## config.mk

```make
export PLATFORM = sky130hd
export DESIGN_NAME = mem_arbiter_flat
export DESIGN_NICKNAME = d
export VERILOG_FILES = /design/src/rtl/mem_arbiter_pkg.sv /design/src/rtl/mem_arbiter_if.sv /design/src/rtl/mem_arbiter_scan_counter.sv /design/src/rtl/mem_arbiter.sv /design/src/flat_wrapper.sv
export SDC_FILE = /design/constraint.sdc
export NUM_CORES = 1
export LEC_CHECK = 0
export CAP_MARGIN = 0
export CORE_ASPECT_RATIO = 1.1
export CORE_MARGIN = 10
export CORE_UTILIZATION = 40
export DETAILED_ROUTE_END_ITERATION = 12
export DONT_BUFFER_PORTS = 1
export GPL_ROUTABILITY_DRIVEN = 0
export PLACE_DENSITY_LB_ADDON = 0.2
export SYNTH_ARGS = -nofsm -noshare
export SYNTH_HDL_FRONTEND = slang
export SYNTH_HIERARCHICAL = 1
export SYNTH_SLANG_ARGS = --single-unit
```

## constraint.sdc

```tcl
create_clock -name clk -period 6.4 [get_ports clk]
set_input_delay 0.64 -clock clk [delete_from_list [all_inputs] [get_ports clk]]
set_output_delay 0.64 -clock clk [all_outputs]
set_load 0.05 [all_outputs]
```

## src/rtl/mem_arbiter_pkg.sv

```systemverilog
`default_nettype none
// ----------------------------------------------------------------------------
// mem_arbiter_pkg : shared types and default widths for the board-memory arbiter
// rev 1.0
// ----------------------------------------------------------------------------
package mem_arbiter_pkg;

  localparam int DEF_ADDR_W    = 9;
  localparam int DEF_DATA_W    = 6;
  localparam int DEF_NUM_CELLS = 512;
  localparam int DEF_MAX_WAIT  = 4;

  typedef enum logic [1:0] {
    IDLE = 2'd0,
    SCAN = 2'd1,
    DONE = 2'd2
  } state_t;

  // Tag carried alongside each memory access so the returning word is routed
  typedef enum logic [1:0] {
    OWN_NONE = 2'd0,
    OWN_GAME = 2'd1,
    OWN_SCAN = 2'd2
  } owner_t;

endpackage
`default_nettype wire

```

## src/rtl/mem_arbiter_if.sv

```systemverilog
`default_nettype none
// ----------------------------------------------------------------------------
// mem_arbiter_if : game-logic request/grant/read-return bus
// rev 1.0
// ----------------------------------------------------------------------------
interface mem_arbiter_if
  import mem_arbiter_pkg::*;
#(
  parameter int ADDR_W = DEF_ADDR_W,
  parameter int DATA_W = DEF_DATA_W
) ();

  logic              g_req;
  logic              g_we;
  logic [ADDR_W-1:0] g_adr;
  logic [DATA_W-1:0] g_wd;
  logic              g_gnt;
  logic              g_rvalid;
  logic [DATA_W-1:0] g_rdata;

  modport master (
    output g_req, g_we, g_adr, g_wd,
    input  g_gnt, g_rvalid, g_rdata
  );

  modport slave (
    input  g_req, g_we, g_adr, g_wd,
    output g_gnt, g_rvalid, g_rdata
  );

endinterface
`default_nettype wire

```

## src/rtl/mem_arbiter_scan_counter.sv

```systemverilog
`default_nettype none
// ----------------------------------------------------------------------------
// mem_arbiter_scan_counter : frame scan pointer, scanner starvation counter
// rev 1.0
// ----------------------------------------------------------------------------
module mem_arbiter_scan_counter
  import mem_arbiter_pkg::*;
#(
  parameter int ADDR_W    = DEF_ADDR_W,
  parameter int NUM_CELLS = DEF_NUM_CELLS,
  parameter int MAX_WAIT  = DEF_MAX_WAIT
) (
  input  logic              clk,
  input  logic              reset,
  input  logic              clear,
  input  logic              want,
  input  logic              gnt,
  input  logic [ADDR_W-1:0] cmp_adr,
  output logic [ADDR_W-1:0] scan_adr,
  output logic              ptr_end,
  output logic              wait_max,
  output logic              cmp_last
);

  localparam int WAIT_W = (MAX_WAIT < 1) ? 1 : $clog2(MAX_WAIT + 1);
  localparam logic [ADDR_W:0]   c_num_cells = (ADDR_W + 1)'(NUM_CELLS);
  localparam logic [ADDR_W-1:0] c_last_adr  = ADDR_W'(NUM_CELLS - 1);
  localparam logic [WAIT_W-1:0] c_wait_max  = WAIT_W'(MAX_WAIT);

  // One extra bit so the pointer can park at NUM_CELLS after the last grant
  logic [ADDR_W:0]   r_ptr;
  logic [WAIT_W-1:0] r_wait;

  always_ff @(posedge clk or posedge reset) begin
    if (reset) begin
      r_ptr  <= '0;
      r_wait <= '0;
    end else begin
      if (clear)
        r_ptr <= '0;
      else if (gnt && !ptr_end)
        r_ptr <= r_ptr + (ADDR_W + 1)'(1);

      if (want && !gnt) begin
        if (r_wait != c_wait_max)
          r_wait <= r_wait + WAIT_W'(1);
      end else begin
        r_wait <= '0;
      end
    end
  end

  assign scan_adr = r_ptr[ADDR_W-1:0];
  assign ptr_end  = (r_ptr == c_num_cells);
  assign wait_max = (r_wait == c_wait_max);
  assign cmp_last = (cmp_adr == c_last_adr);

endmodule
`default_nettype wire

```

## src/rtl/mem_arbiter.sv

```systemverilog
`default_nettype none
// ----------------------------------------------------------------------------
// mem_arbiter : shares the single-port board memory between game logic and scanner
// rev 1.0
// ----------------------------------------------------------------------------
module mem_arbiter
  import mem_arbiter_pkg::*;
#(
  parameter int ADDR_W    = DEF_ADDR_W,
  parameter int DATA_W    = DEF_DATA_W,
  parameter int NUM_CELLS = DEF_NUM_CELLS,
  parameter int MAX_WAIT  = DEF_MAX_WAIT
) (
  input  logic              clk,
  input  logic              reset,
  mem_arbiter_if.slave      gbus,
  input  logic              scan_start,
  output logic              scan_busy,
  output logic              pix_valid,
  input  logic              pix_ready,
  output logic [ADDR_W-1:0] pix_adr,
  output logic [DATA_W-1:0] pix_data,
  output logic              frame_done,
  output logic              mem_we,
  output logic [ADDR_W-1:0] mem_adr,
  output logic [DATA_W-1:0] mem_wd,
  input  logic [DATA_W-1:0] mem_rd
);

  localparam logic [1:0] c_idle = IDLE;
  localparam logic [1:0] c_scan = SCAN;
  localparam logic [1:0] c_done = DONE;

  logic [1:0]        r_state;
  logic [1:0]        w_state_nxt;
  owner_t            r_tag;
  logic              r_mem_we;
  logic [ADDR_W-1:0] r_mem_adr;
  logic [DATA_W-1:0] r_mem_wd;
  logic              r_g_rvalid;
  logic [DATA_W-1:0] r_g_rdata;
  logic              r_pix_valid;
  logic [ADDR_W-1:0] r_pix_adr;
  logic [DATA_W-1:0] r_pix_data;

  logic [ADDR_W-1:0] w_scan_adr;
  logic              w_ptr_end;
  logic              w_wait_max;
  logic              w_pix_last;
  logic              w_frame_start;
  logic              w_scan_want;
  logic              w_scan_gnt;
  logic              w_accept;

  assign w_frame_start = (r_state == c_idle) && scan_start;
  assign w_accept      = r_pix_valid && pix_ready;

  // Single outstanding scan read into a one-entry pixel buffer
  assign w_scan_want = (r_state == c_scan) && !r_pix_valid &&
                       (r_tag != OWN_SCAN) && !w_ptr_end;
  assign w_scan_gnt  = w_scan_want && (w_wait_max || !gbus.g_req);
  assign gbus.g_gnt  = gbus.g_req && !w_scan_gnt;

  mem_arbiter_scan_counter #(
    .ADDR_W    (ADDR_W),
    .NUM_CELLS (NUM_CELLS),
    .MAX_WAIT  (MAX_WAIT)
  ) u_scan_counter (
    .clk      (clk),
    .reset    (reset),
    .clear    (w_frame_start),
    .want     (w_scan_want),
    .gnt      (w_scan_gnt),
    .cmp_adr  (r_pix_adr),
    .scan_adr (w_scan_adr),
    .ptr_end  (w_ptr_end),
    .wait_max (w_wait_max),
    .cmp_last (w_pix_last)
  );

  always_comb begin
    w_state_nxt = r_state;
    case (r_state)
      c_idle:  if (scan_start) w_state_nxt = c_scan;
      c_scan:  if (w_accept && w_pix_last) w_state_nxt = c_done;
      c_done:  w_state_nxt = c_idle;
      default: w_state_nxt = c_idle;
    endcase
  end

  always_ff @(posedge clk or posedge reset) begin
    if (reset) begin
      r_state     <= c_idle;
      r_tag       <= OWN_NONE;
      r_mem_we    <= 1'b0;
      r_mem_adr   <= '0;
      r_mem_wd    <= '0;
      r_g_rvalid  <= 1'b0;
      r_g_rdata   <= '0;
      r_pix_valid <= 1'b0;
      r_pix_adr   <= '0;
      r_pix_data  <= '0;
    end else begin
      r_state  <= w_state_nxt;
      r_mem_we <= gbus.g_gnt && gbus.g_we;
      if (w_scan_gnt) begin
        r_mem_adr <= w_scan_adr;
        r_tag     <= OWN_SCAN;
      end else if (gbus.g_gnt) begin
        r_mem_adr <= gbus.g_adr;
        r_mem_wd  <= gbus.g_wd;
        r_tag     <= gbus.g_we ? OWN_NONE : OWN_GAME;
      end else begin
        r_tag <= OWN_NONE;
      end

      // mem_adr still holds the address whose data is arriving on mem_rd
      r_g_rvalid <= (r_tag == OWN_GAME);
      if (r_tag == OWN_GAME)
        r_g_rdata <= mem_rd;

      if (r_tag == OWN_SCAN) begin
        r_pix_valid <= 1'b1;
        r_pix_data  <= mem_rd;
        r_pix_adr   <= r_mem_adr;
      end else if (w_accept) begin
        r_pix_valid <= 1'b0;
      end
    end
  end

  assign gbus.g_rvalid = r_g_rvalid;
  assign gbus.g_rdata  = r_g_rdata;
  assign scan_busy     = (r_state == c_scan);
  assign frame_done    = (r_state == c_done);
  assign pix_valid     = r_pix_valid;
  assign pix_adr       = r_pix_adr;
  assign pix_data      = r_pix_data;
  assign mem_we        = r_mem_we;
  assign mem_adr       = r_mem_adr;
  assign mem_wd        = r_mem_wd;

endmodule
`default_nettype wire

```

## src/flat_wrapper.sv

```systemverilog
// flat-port wrapper written by rule: the top's interface ports become plain ports
module mem_arbiter_flat import mem_arbiter_pkg::*;
#(
  parameter int ADDR_W    = DEF_ADDR_W,
  parameter int DATA_W    = DEF_DATA_W,
  parameter int NUM_CELLS = DEF_NUM_CELLS,
  parameter int MAX_WAIT  = DEF_MAX_WAIT
)
  (clk, reset, scan_start, scan_busy, pix_valid, pix_ready, pix_adr, pix_data, frame_done, mem_we, mem_adr, mem_wd, mem_rd, gbus_g_req, gbus_g_we, gbus_g_adr, gbus_g_wd, gbus_g_gnt, gbus_g_rvalid, gbus_g_rdata);
  mem_arbiter_if #(.ADDR_W(ADDR_W), .DATA_W(DATA_W)) gbus_i ();
  input  logic clk;
  input  logic reset;
  input  logic scan_start;
  output logic scan_busy;
  output logic pix_valid;
  input  logic pix_ready;
  output logic [ADDR_W-1:0] pix_adr;
  output logic [DATA_W-1:0] pix_data;
  output logic frame_done;
  output logic mem_we;
  output logic [ADDR_W-1:0] mem_adr;
  output logic [DATA_W-1:0] mem_wd;
  input  logic [DATA_W-1:0] mem_rd;
  input wire logic [$bits(gbus_i.g_req)-1:0] gbus_g_req;
  input wire logic [$bits(gbus_i.g_we)-1:0] gbus_g_we;
  input wire logic [$bits(gbus_i.g_adr)-1:0] gbus_g_adr;
  input wire logic [$bits(gbus_i.g_wd)-1:0] gbus_g_wd;
  output wire logic [$bits(gbus_i.g_gnt)-1:0] gbus_g_gnt;
  output wire logic [$bits(gbus_i.g_rvalid)-1:0] gbus_g_rvalid;
  output wire logic [$bits(gbus_i.g_rdata)-1:0] gbus_g_rdata;
  assign gbus_i.g_req = gbus_g_req;
  assign gbus_i.g_we = gbus_g_we;
  assign gbus_i.g_adr = gbus_g_adr;
  assign gbus_i.g_wd = gbus_g_wd;
  assign gbus_g_gnt = gbus_i.g_gnt;
  assign gbus_g_rvalid = gbus_i.g_rvalid;
  assign gbus_g_rdata = gbus_i.g_rdata;
  mem_arbiter #(.ADDR_W(ADDR_W), .DATA_W(DATA_W), .NUM_CELLS(NUM_CELLS), .MAX_WAIT(MAX_WAIT)) u_core (.clk(clk), .reset(reset), .gbus(gbus_i), .scan_start(scan_start), .scan_busy(scan_busy), .pix_valid(pix_valid), .pix_ready(pix_ready), .pix_adr(pix_adr), .pix_data(pix_data), .frame_done(frame_done), .mem_we(mem_we), .mem_adr(mem_adr), .mem_wd(mem_wd), .mem_rd(mem_rd));
endmodule
```

**Clock network drawn from the DEF**

Scale bar: 20 um.
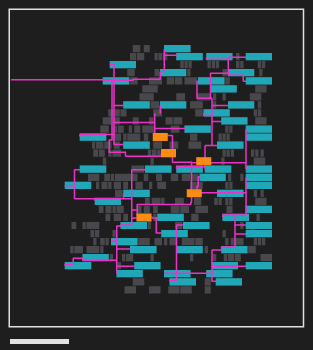
orange -> clock-net drivers  # count 5
cyan -> flip-flops  # count 56
magenta -> clock wires  # length 661 um
routed clock nets = 6
clock share of power: 15.2%
Worst-Skew Late Latency: 300 ps
Clock net power: 0.204 mW

**Wiring heat map**

The die is cut into 20 by 21 equal tiles; dark blue is low, red is high, scaled to the fullest tile. Values are wire area over tile area, all layers added.
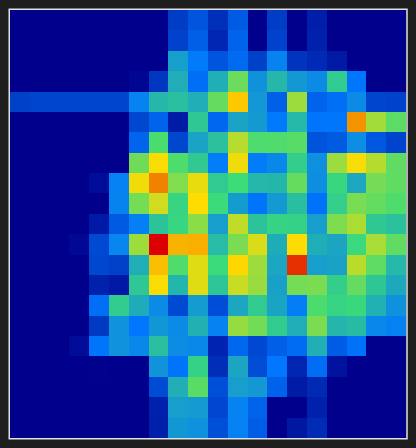
emptiest ninth of the die = upper left
densest ninth of the die = centre
mean over tiles = 0.096
nearly empty tiles = 36%
tiles over half the peak = 16%

**Register map, names as in the netlist**

Scale bar: 20 um. Other sequential cells in the stronger grey, the rest of the logic in the fainter grey.
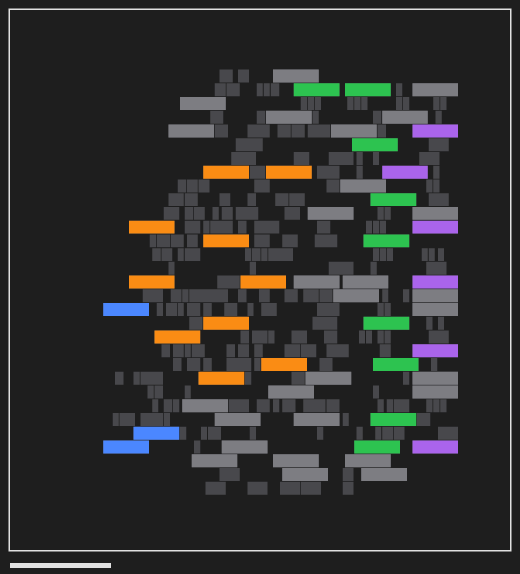
blue -> u_core/u_scan_counter/r_wait  # sequential cells 3
orange -> u_core/u_scan_counter/r_ptr  # sequential cells 10, where centre
green -> u_core/pix_adr  # sequential cells 9
purple -> u_core/gbus.g_rdata  # sequential cells 6
not coloured = 28

**Sizing map**

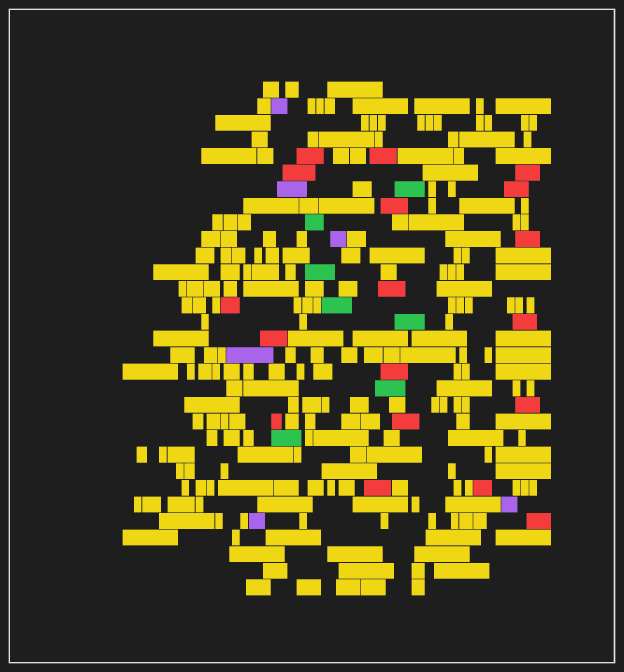
red -> x2  # cells 18, share 6.9%, most used a211oi_2
green -> x6 and larger  # cells 7, share 2.7%, most used clkbuf_8
yellow -> x1 and smaller  # cells 228, share 88%, most used dfrtp_1
purple -> x3 and x4  # cells 6, share 2.3%, most used buf_4
Layout Area Growth over Synthesis: 3.33%
final worst slack: 2880 ps
Non-CTS buffers: 4

**Placed standard cells**

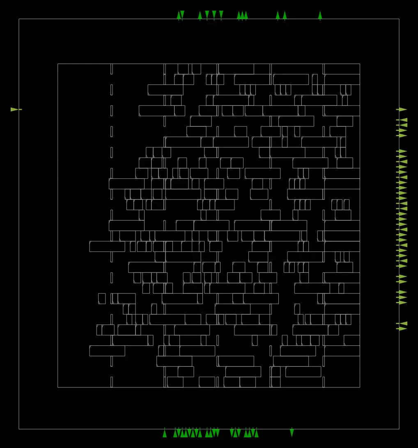
core box area: 6630 sq um
# Taps: 82

==> qor.yml <==
yosys:
  synth_cell_types: 43
  synth-adder-area-share_pct: 1.82
  edf_count: 0
  most_common_cell: "dfrtp_1"
  muxShareOfSynthArea_pct: 5.33
  ys.flop_type: "dfrtp_1"
  synth_flops: 56
  yosys_warnings: 6
  yosysChipArea_sq_um: 2750
  ys_cells: 271
  syn_inst: 271
  logic_family: "simple AND/OR/NAND/NOR gates"
  avgSynthCellArea_sq_um: 10.1
  simple_gate_share_pct: 19.2
  common_cells: "dfrtp_1, nand2_1, inv_1"
  synthXorXnorAreaFrac_pct: 0.638
  top_area_cell: "dfrtp_1"
drt:
  drt_iter0_drc: 72
  viasPerCell: 5.53
  met2WireLength_um: 3160
  via_count: 1887
  wl_per_cell_um: 18.5
  drt_pass1_iterations: 4
  drtAntennaViolNets: 0
  top_layer: "met4"
  drt-total-wl_um: 6300
  m1WireLength_um: 2530
power_and_ir_drop:
  powerSeq_mw: 0.871
  p_leak_nw: 1.28
  comb_power_share_pct: 20.0
  intPower_mw: 0.656
  swShare_pct: 51.2
  p_comb_mw: 0.269
  vdd_drop_max_uv: 246
  p_total_mw: 1.34
  powerDensity_nw_per_um2: 474
  power_leader: "sequential cells"
place:
  pre_cts_ws_ps: 2890
  io_buffers: 0
  place_inst: 333
  dp_hpwl_um: 4640
worst_setup_path:
  critPathRequiredTime_ps: 6590
  startpoint: "u_core/u_scan_counter/r_ptr[0]$_DFFE_PP0P_"
  crit_arrival_ps: 3720
  r2r_cells: 9
  r2r_end: "u_core/u_scan_counter/r_ptr[9]$_DFFE_PP0P_"
  path_depth: 9
  crit_fanout: 12
  crit_family: "simple AND/OR/NAND/NOR gates"
  path_class: "reg2reg"
  path_buffers: 1
  critPathMaxStageDelay_ps: 920
  crit_path_end: "u_core/u_scan_counter/r_ptr[9]$_DFFE_PP0P_"
  crit_path_start_kind: "flop"
  crit_slowest_cell: "a211oi_1"
  end_kind: "flop"
global_route:
  met3_usage_pct: 4.30
  grt_busiest_layer: "met2"
  antenna_found_initial: 0
  met1_usage_pct: 13.5
  grt_max_degree: 44
  grt_pass1_wl_um: 10600
  grt_usage_pct: 11.9
timing:
  slew_headroom_pct: 23.4
  setup_viol: 0
  finalClockPeriodUsage_pct: 55.1
  tightest_slew_ps: 1140
  rsz0062_at_grt: "no"
  holdWs_ps: 256
  maxSlewViolCount: 0
  fin_tns_setup_ps: 0
cells_and_area:
  final-nonclk-buf-share_pct: 1.06
  mi_logic_area_sq_um: 1120
  nFillCells: 639
  final_nets: 289
  stdcell_area_sq_um: 2840
  inv_count: 23
  largestClassByArea: "registers"
  antenna_cells: 0
  mostFrequentLayoutCell: "dfrtp_1"
  design.seq.count: 56
  seq_share_pct: 49.4
  drive_above_1_share_pct: 12.0
  clock_buffers: 6
clocking:
  cts_hold_buf: 0
  clock_path_buffers: 2
  cts_resized: 0
  clk_pin_slew_ps: 100
  cts_tree: "yes"
  cts_sinks: 56
  htreeDepth: 2
  numCtsBuffers: 5
status:
  outcome: "finished clean"
floorplanning:
  fp_util_pct: 41.4
  rows: 31
Power is estimated from default activity; no workload was simulated.
